==> config.mk <==
export PLATFORM = sky130hd
export DESIGN_NAME = hazard_scoreboard
export DESIGN_NICKNAME = d
export VERILOG_FILES = /design/src/rtl/hazard_scoreboard.sv
export SDC_FILE = /design/constraint.sdc
export NUM_CORES = 1
export LEC_CHECK = 0
export CAP_MARGIN = 15
export CORE_UTILIZATION = 43
export DETAILED_ROUTE_END_ITERATION = 8
export GPL_ROUTABILITY_DRIVEN = 1
export PLACE_DENSITY = 0.67
export SYNTH_ARGS = -nofsm -noshare
export SYNTH_HDL_FRONTEND = slang
export SYNTH_SLANG_ARGS = --single-unit
==> constraint.sdc <==
create_clock -name clk -period 13.3 [get_ports clk]
set_clock_uncertainty 0.15 [all_clocks]
set_input_delay 3.99 -clock clk [delete_from_list [all_inputs] [get_ports clk]]
set_output_delay 3.99 -clock clk [all_outputs]
set_load 0.03 [all_outputs]
==> src/rtl/hazard_scoreboard.sv <==
// Per-register result scoreboard for an in-order RISC-V pipeline.
// Tracks load/mul countdowns and one outstanding divide; drives stall/flush controls.
module hazard_scoreboard #(
    parameter int NUM_REGS = 32,
    parameter int LOAD_LAT = 1,
    parameter int MUL_LAT  = 3,
    parameter int CNT_W    = 4
) (
    input  logic                        clk,
    input  logic                        rst_n,
    input  logic [$clog2(NUM_REGS)-1:0] id_rs1,
    input  logic [$clog2(NUM_REGS)-1:0] id_rs2,
    input  logic [$clog2(NUM_REGS)-1:0] id_rd,
    input  logic [6:0]                  opcode,
    input  logic                        id_valid,
    input  logic                        id_rd_wr,
    input  logic [1:0]                  id_class,
    input  logic                        div_done,
    input  logic [$clog2(NUM_REGS)-1:0] div_rd,
    input  logic                        jump_branch_taken,
    input  logic                        invalid_inst,
    input  logic                        stall,
    output logic                        if_id_pipeline_flush,
    output logic                        if_id_pipeline_en,
    output logic                        id_ex_pipeline_flush,
    output logic                        id_ex_pipeline_en,
    output logic                        pc_en,
    output logic                        ex_mem_pipeline_en,
    output logic                        hazard_stall,
    output logic                        div_busy
);

    localparam int RW = $clog2(NUM_REGS);

    localparam logic [1:0] CLS_ALU  = 2'b00;
    localparam logic [1:0] CLS_LOAD = 2'b01;
    localparam logic [1:0] CLS_MUL  = 2'b10;
    localparam logic [1:0] CLS_DIV  = 2'b11;

    logic [CNT_W-1:0]    cnt_q [NUM_REGS];
    logic [CNT_W-1:0]    cnt_d [NUM_REGS];
    logic [NUM_REGS-1:0] divpend_q;
    logic [NUM_REGS-1:0] divpend_d;
    logic [NUM_REGS-1:0] pend;
    logic [NUM_REGS-1:0] done_mask;
    logic                use_rs1;
    logic                use_rs2;
    logic                div_busy_eff;
    logic                issue;

    always_comb begin
        use_rs1 = 1'b0;
        use_rs2 = 1'b0;
        unique case (opcode)
            7'b0110011, 7'b0100011, 7'b1100011: begin
                use_rs1 = 1'b1;
                use_rs2 = 1'b1;
            end
            7'b0010011, 7'b0000011, 7'b1100111: use_rs1 = 1'b1;
            default: ;
        endcase
    end

    // A divide completing this cycle releases its register immediately.
    always_comb begin
        for (int r = 0; r < NUM_REGS; r++) begin
            done_mask[r] = div_done && (div_rd == RW'(r));
            pend[r]      = (cnt_q[r] != '0) || (divpend_q[r] && !done_mask[r]);
        end
        pend[0] = 1'b0;
    end

    assign div_busy_eff = |(divpend_q & ~done_mask);
    assign div_busy     = |divpend_q;

    assign hazard_stall = id_valid && (
        (use_rs1 && pend[id_rs1]) ||
        (use_rs2 && pend[id_rs2]) ||
        (id_rd_wr && pend[id_rd]) ||
        ((id_class == CLS_DIV) && div_busy_eff));

    always_comb begin
        if_id_pipeline_flush = 1'b0;
        if_id_pipeline_en    = 1'b1;
        id_ex_pipeline_flush = 1'b0;
        id_ex_pipeline_en    = 1'b1;
        pc_en                = 1'b1;
        ex_mem_pipeline_en   = 1'b1;
        if (jump_branch_taken) begin
            if_id_pipeline_flush = 1'b1;
            id_ex_pipeline_flush = 1'b1;
            ex_mem_pipeline_en   = 1'b0;
        end else if (hazard_stall) begin
            if_id_pipeline_en    = 1'b0;
            pc_en                = 1'b0;
            id_ex_pipeline_flush = 1'b1;
        end else if (stall) begin
            if_id_pipeline_en = 1'b0;
            id_ex_pipeline_en = 1'b0;
            pc_en             = 1'b0;
        end else if (invalid_inst) begin
            id_ex_pipeline_flush = 1'b1;
        end
    end

    assign issue = id_valid && id_rd_wr && (id_rd != '0) &&
                   !jump_branch_taken && !hazard_stall &&
                   !stall && !invalid_inst;

    // Issue overrides both the countdown and a same-cycle divide clear.
    always_comb begin
        for (int r = 0; r < NUM_REGS; r++) begin
            cnt_d[r] = cnt_q[r];
            if (!stall && (cnt_q[r] != '0))
                cnt_d[r] = cnt_q[r] - CNT_W'(1);
            divpend_d[r] = divpend_q[r] && !done_mask[r];
            if (issue && (id_rd == RW'(r))) begin
                unique case (id_class)
                    CLS_LOAD: cnt_d[r] = CNT_W'(LOAD_LAT);
                    CLS_MUL:  cnt_d[r] = CNT_W'(MUL_LAT);
                    CLS_ALU:  cnt_d[r] = '0;
                    CLS_DIV: begin
                        cnt_d[r]     = '0;
                        divpend_d[r] = 1'b1;
                    end
                    default: ;
                endcase
            end
        end
        cnt_d[0]     = '0;
        divpend_d[0] = 1'b0;
    end

    always_ff @(posedge clk or negedge rst_n) begin
        if (!rst_n) begin
            for (int r = 0; r < NUM_REGS; r++)
                cnt_q[r] <= '0;
            divpend_q <= '0;
        end else begin
            for (int r = 0; r < NUM_REGS; r++)
                cnt_q[r] <= cnt_d[r];
            divpend_q <= divpend_d;
        end
    end

endmodule

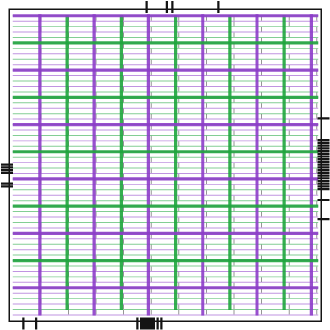
(run_1/floorplan.png)
Drawn at 2 px/µm. Pins as bars on the die edge. Tap cells in grey.
legend:
  VSS:
    colour: purple
  VDD:
    colour: green
tap cells: 313
met1 rails: 56
rows: 55
met4 straps: 11
signal pins: 45

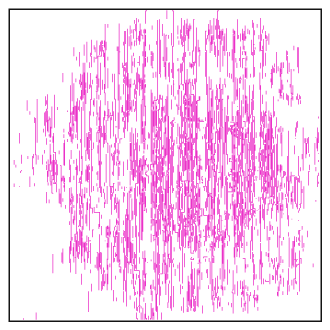
(run_1/m2.png)
Drawn at 2 px/µm.
wire length on this layer: 12800 µm
main direction: vertical
grt met2 use: 38.2%
via count: 8728
routed wire length: 28800 µm

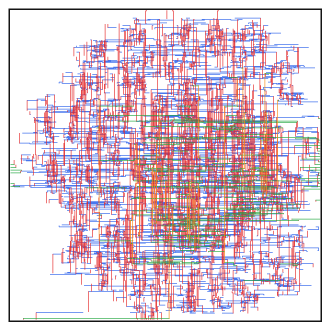
(run_1/layers.png)
Drawn at 2 px/µm.
legend:
  M4:
    colour: orange
    wire_length: 1000 µm
  M1:
    colour: blue
    wire_length: 12800 µm
  M2:
    colour: red
    wire_length: 12800 µm
  M3:
    colour: green
    wire_length: 2280 µm
Total GRT Usage: 24.9%
Wirelength per Cell: 19.5 µm

run 1: through the flow:
step / power, mW / instances / hold WS, ps / instance area (µm²)
3_3_place_gp: 1.58 / 1443 / 304 / 10800
6_report: 2.11 / 1475 / 311 / 11400
5_1_grt: 2.28 / 1475 / 353 / 11400
3_5_place_dp: 1.61 / 1443 / 302 / 10800
4_1_cts: 2.12 / 1475 / 315 / 11400
2_1_floorplan: 1.41 / 1119 / 284 / 10100
run 1: registers in the layout, indices dropped and copies added, names as in the netlist:
| name | flops |
|---|---|
| divpend_q | 31 |
| cnt_q | 124 |
run 1: worst register-to-register path, stage by stage (launching register included):
cell	delay, ps
dfrtp_1	380
inv_1	70
ha_1	160
inv_1	60
nor3_1	730
a311oi_1	230
o32a_1	400
a32oi_1	190
nand4_1	370
buf_4	340
nor3_1	480
mux2_2	390
run 1: layout by cell type (no fill, tap or decap), types with 14 or more instances in the layout:
master and n:
xnor2_1 38, clkdlybuf4s50_1 42, o31ai_1 37, o21ai_0 93, nor3_1 51, clkbuf_16 17
buf_4 16, ha_1 38, mux2_2 37, nand3_1 33, nor4_1 28, mux2i_1 58
dfrtp_1 155, a21oi_1 26, nand2_1 91, inv_1 101, nand4_1 15, nor3_2 14
nand2b_1 29, nor2_1 58
run 1: power groups by stage:
| stage | Sequential, mW | Combinational, mW | Clock, mW |
|---|---|---|---|
| after floorplan | 0.787 | 0.624 | 0 |
| after global placement | 0.815 | 0.760 | 0 |
| after detailed placement | 0.819 | 0.796 | 0 |
| after CTS | 0.814 | 0.800 | 0.508 |
| after global routing | 0.844 | 0.910 | 0.528 |
| final | 0.815 | 0.794 | 0.499 |
==> notes.md, run 1 <==
fresh numbers from the pnr run: status finished, final reports clean, Hold Crit Endpoint cnt_q[59], CP max stage cell clkdlybuf4s50_1, # Taps 313, GRT busiest layer met2, Crit. End Element output port, pwr dens 184 nW/µm², cell row count 55, Slew Viols, Final 0, minimum clock period 12420 ps, routability congestion estimate 1.01, Overflow after GRT 0, clock buf count 18, WL met2 12800 µm, Final Setup Violations 0, Ports about 45, post_cts resized 0, dpl ws 992 ps, Multi-In Gates a little over 800, hold crit path type reg -> reg
==> run 1 -> run 2 <==
--- a/config.mk
+++ b/config.mk
@@ -10,6 +10,7 @@
 export DETAILED_ROUTE_END_ITERATION = 8
 export GPL_ROUTABILITY_DRIVEN = 1
 export PLACE_DENSITY = 0.67
+export SKIP_CTS_REPAIR_TIMING = 1
 export SYNTH_ARGS = -nofsm -noshare
 export SYNTH_HDL_FRONTEND = slang
 export SYNTH_SLANG_ARGS = --single-unit
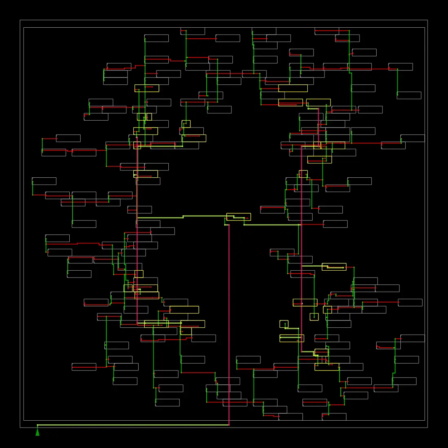
(run_2/clock_nets.png)
clock sinks: 155
Seq cells: 155
later-pin clock latency in the skew report: 440 ps
power in the clock group: 0.499 mW

==> notes.md, run 2 <==
fresh numbers from the pnr run: Vias/cell 5.92, Crit. End Element output port, Commonest Layout Cell dfrtp_1, M1 GR Usage 33.6%, Total GRT Usage 24.9% (unchanged), cell row count 55 (unchanged), Area after DPL 10800 µm² (unchanged), final instance area 11400 µm² (unchanged), Yosys top cell by instances dfrtp_1, Slew Viols, Final 0 (unchanged), Top Layout Cells dfrtp_1 (155), inv_1 (101), o21ai_0 (93), number of synthesis warnings 0, max reg flops 124 (unchanged), GRT busiest layer met2, via count 8728 (unchanged), status finished, final reports clean, Largest regs cnt_q: 124 flops, divpend_q: 31 flops, hold crit path type reg -> reg, Largest Register cnt_q, pwr dens 184 nW/µm² (unchanged), grt met2 use 38.2% (unchanged), Ports 45 (unchanged), Final Hold Vio Count 0, Wirelength per Cell 19.5 µm (unchanged), RSZ-0062 raised after global routing no, CP max stage cell clkdlybuf4s50_1, Overflow after GRT 0 (unchanged), routed wire length 28800 µm (unchanged), Final Setup Violations 0 (unchanged), async set-or-reset flop fraction in the synthesized netlist 100%, minimum clock period 12420 ps (unchanged)
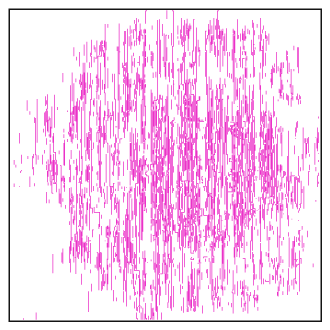
(run_2/m2.png)
Drawn at 2 px/µm.
longest straight run: 51.0 µm
nets with wire on the layer: 1032
share of all routed wire: 44%

==> run 2: cell counts in the layout (fill, tap and decap cells not counted) <==
Identical to the previous run, type by type.
==> run 2: final cells by class <==
cell class	instances	area share, %
multi-input cells	814	49.3
well taps	313	3.42
inverters	102	3.35
clock buffers	18	3.84
clock inverters	14	1.41
flip-flops and latches	155	33.9
repair buffers	59	4.82
==> run 2: path summary, 6_finish.rpt <==
kind	endpoint	slack, ps	cells past startpoint
min reg2reg	cnt_q[59]	310	1
max in group asynchronous	cnt_q[46]	8090	2
max	pc_en	880	10
min in group asynchronous	cnt_q[114]	3430	1
min	cnt_q[59]	310	1
max reg2reg	cnt_q[5]	9220	11
==> run 2: worst register-to-register path, stage by stage, from the launching register on <==
cell	delay [ps]
dfrtp_1	380
inv_1	70
ha_1	160
inv_1	60
nor3_1	730
a311oi_1	230
o32a_1	400
a32oi_1	190
nand4_1	370
buf_4	340
nor3_1	480
mux2_2	390
==> run 2: power breakdown <==
part | internal, mW | switching, mW | total, mW
combinational | 0.374 | 0.420 | 0.794
clock | 0.285 | 0.214 | 0.499
sequential | 0.663 | 0.152 | 0.815
==> run 2: stage by stage <==
step / power (mW) / std cells / setup WS [ps] / hold slack (ps)
after detailed placement: 1.61 / 1443 / 992 / 302
final: 2.11 / 1475 / 882 / 311
after CTS: 2.12 / 1475 / 980 / 315
after global placement: 1.58 / 1443 / 1100 / 304
after global routing: 2.28 / 1475 / 633 / 353
after floorplan: 1.41 / 1119 / 1570 / 284
==> run 2: metal layers <==
layer / share of wire, % / wire length [µm] / vias up
met5: 0 / 0 / -
met4: 3.5 / 1000 / 0
met3: 7.9 / 2280 / 76
met2: 44 / 12800 / 303
met1: 44 / 12800 / 4235
li1: - / - / 4114
==> run 2 -> run 3 <==
--- a/config.mk
+++ b/config.mk
@@ -7,6 +7,7 @@
 export LEC_CHECK = 0
 export CAP_MARGIN = 15
 export CORE_UTILIZATION = 43
+export CTS_CLUSTER_SIZE = 16
 export DETAILED_ROUTE_END_ITERATION = 8
 export GPL_ROUTABILITY_DRIVEN = 1
 export PLACE_DENSITY = 0.67
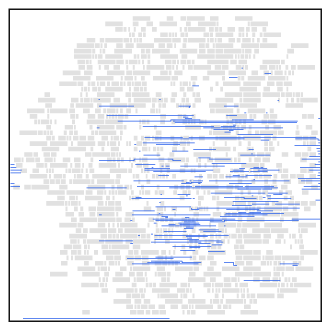
(run_3/m3.png)
Drawn at 2 px/µm.
longest straight run: 72.9 µm
main direction: horizontal
nets with wire on the layer: 121
wire length on this layer: 2280 µm
share of all routed wire: 7.9%
met3 Track Usage GR: 5.65%

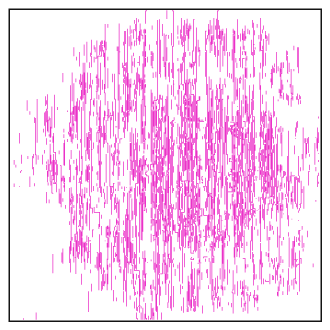
(run_3/m2.png)
Drawn at 2 px/µm.
nets with wire on the layer: 1032
share of all routed wire: 44%
wire length on this layer: 12800 µm
longest straight run: 51.0 µm

==> notes.md, run 3 <==
fresh numbers from the pnr run: clock share of power 23.7% (about the same), Non-Clock Buffer Count 59 (unchanged), Switch Pwr 0.785 mW (unchanged), Largest Register cnt_q, Multi-In Gates 814 (unchanged), Pwr Total 2.11 mW (unchanged), max reg flops 124 (unchanged), Net Sw Frac 37.2% (unchanged), routed wire length 28800 µm (unchanged), P_comb 0.794 mW (about the same), # Taps 313 (unchanged), Inverters 102 (unchanged), combinational share of power 37.7% (about the same), cell row count 55 (unchanged), Final Setup Violations 0 (unchanged), via count 8728 (unchanged), Largest regs cnt_q: 124 flops, divpend_q: 31 flops, status finished, final reports clean, Slew Viols, Final 0 (unchanged), later-pin clock latency in the skew report 440 ps (about the same), pwr dens 184 nW/µm² (unchanged), routed wl met3 2280 µm (unchanged), Seq cells 155 (unchanged), Ports 45 (unchanged), top power consumer group sequential cells, Vias/cell 5.92 (unchanged), Crit. End Element output port
## run 3: cell counts in the layout (fill, tap and decap cells not counted)
Identical to the previous run, type by type.
## run 3: stage by stage
step	setup WS (ps)	instances	hold slack [ps]	utilization [%]	cell area (µm²)
6_report	882	1475	311	50.1	11400
5_1_grt	633	1475	353	50.1	11400
4_1_cts	980	1475	315	50.1	11400
3_5_place_dp	992	1443	302	47.4	10800
3_3_place_gp	1100	1443	304	47.4	10800
2_1_floorplan	1570	1119	284	-	10100
## run 3: worst max-delay path, cell delays in order
cell             delay, ps
clkdlybuf4s50_1        800
nand2_1                340
o21ai_0                630
a21oi_1                160
or3_1                  390
o311a_1                370
a31oi_1                170
nand4_1                360
o21ai_0                350
clkdlybuf4s50_1        720
## run 3: kinds of logic after synthesis
kind of cell,after synthesis
AND/OR/NAND/NOR,384
XOR/XNOR,44
buffers and inverters,150
flip-flops,155
multiplexers,97
AND-OR/OR-AND,251
adder cells (fa/ha/maj),38
## run 3: path summary, 6_finish.rpt
check | from | endpoint | slack [ps] | depth (start not counted)
min in group asynchronous | rst_n | cnt_q[114] | 3430 | 1
worst min register to register | cnt_q[59] | cnt_q[59] | 310 | 1
worst max-delay path | div_rd[0] | pc_en | 880 | 10
max in group asynchronous | rst_n | cnt_q[46] | 8090 | 2
worst max register to register | cnt_q[101] | cnt_q[5] | 9220 | 11
worst min-delay path | cnt_q[59] | cnt_q[59] | 310 | 1
## run 3: routing by layer
| metal | GRT usage, % | vias up |
|---|---|---|
| li1 | - | 4114 |
| met1 | 33.6 | 4235 |
| met2 | 38.2 | 303 |
| met3 | 5.65 | 76 |
| met4 | 10.7 | 0 |
| met5 | 0 | - |
Power is estimated from default activity; no workload was simulated.
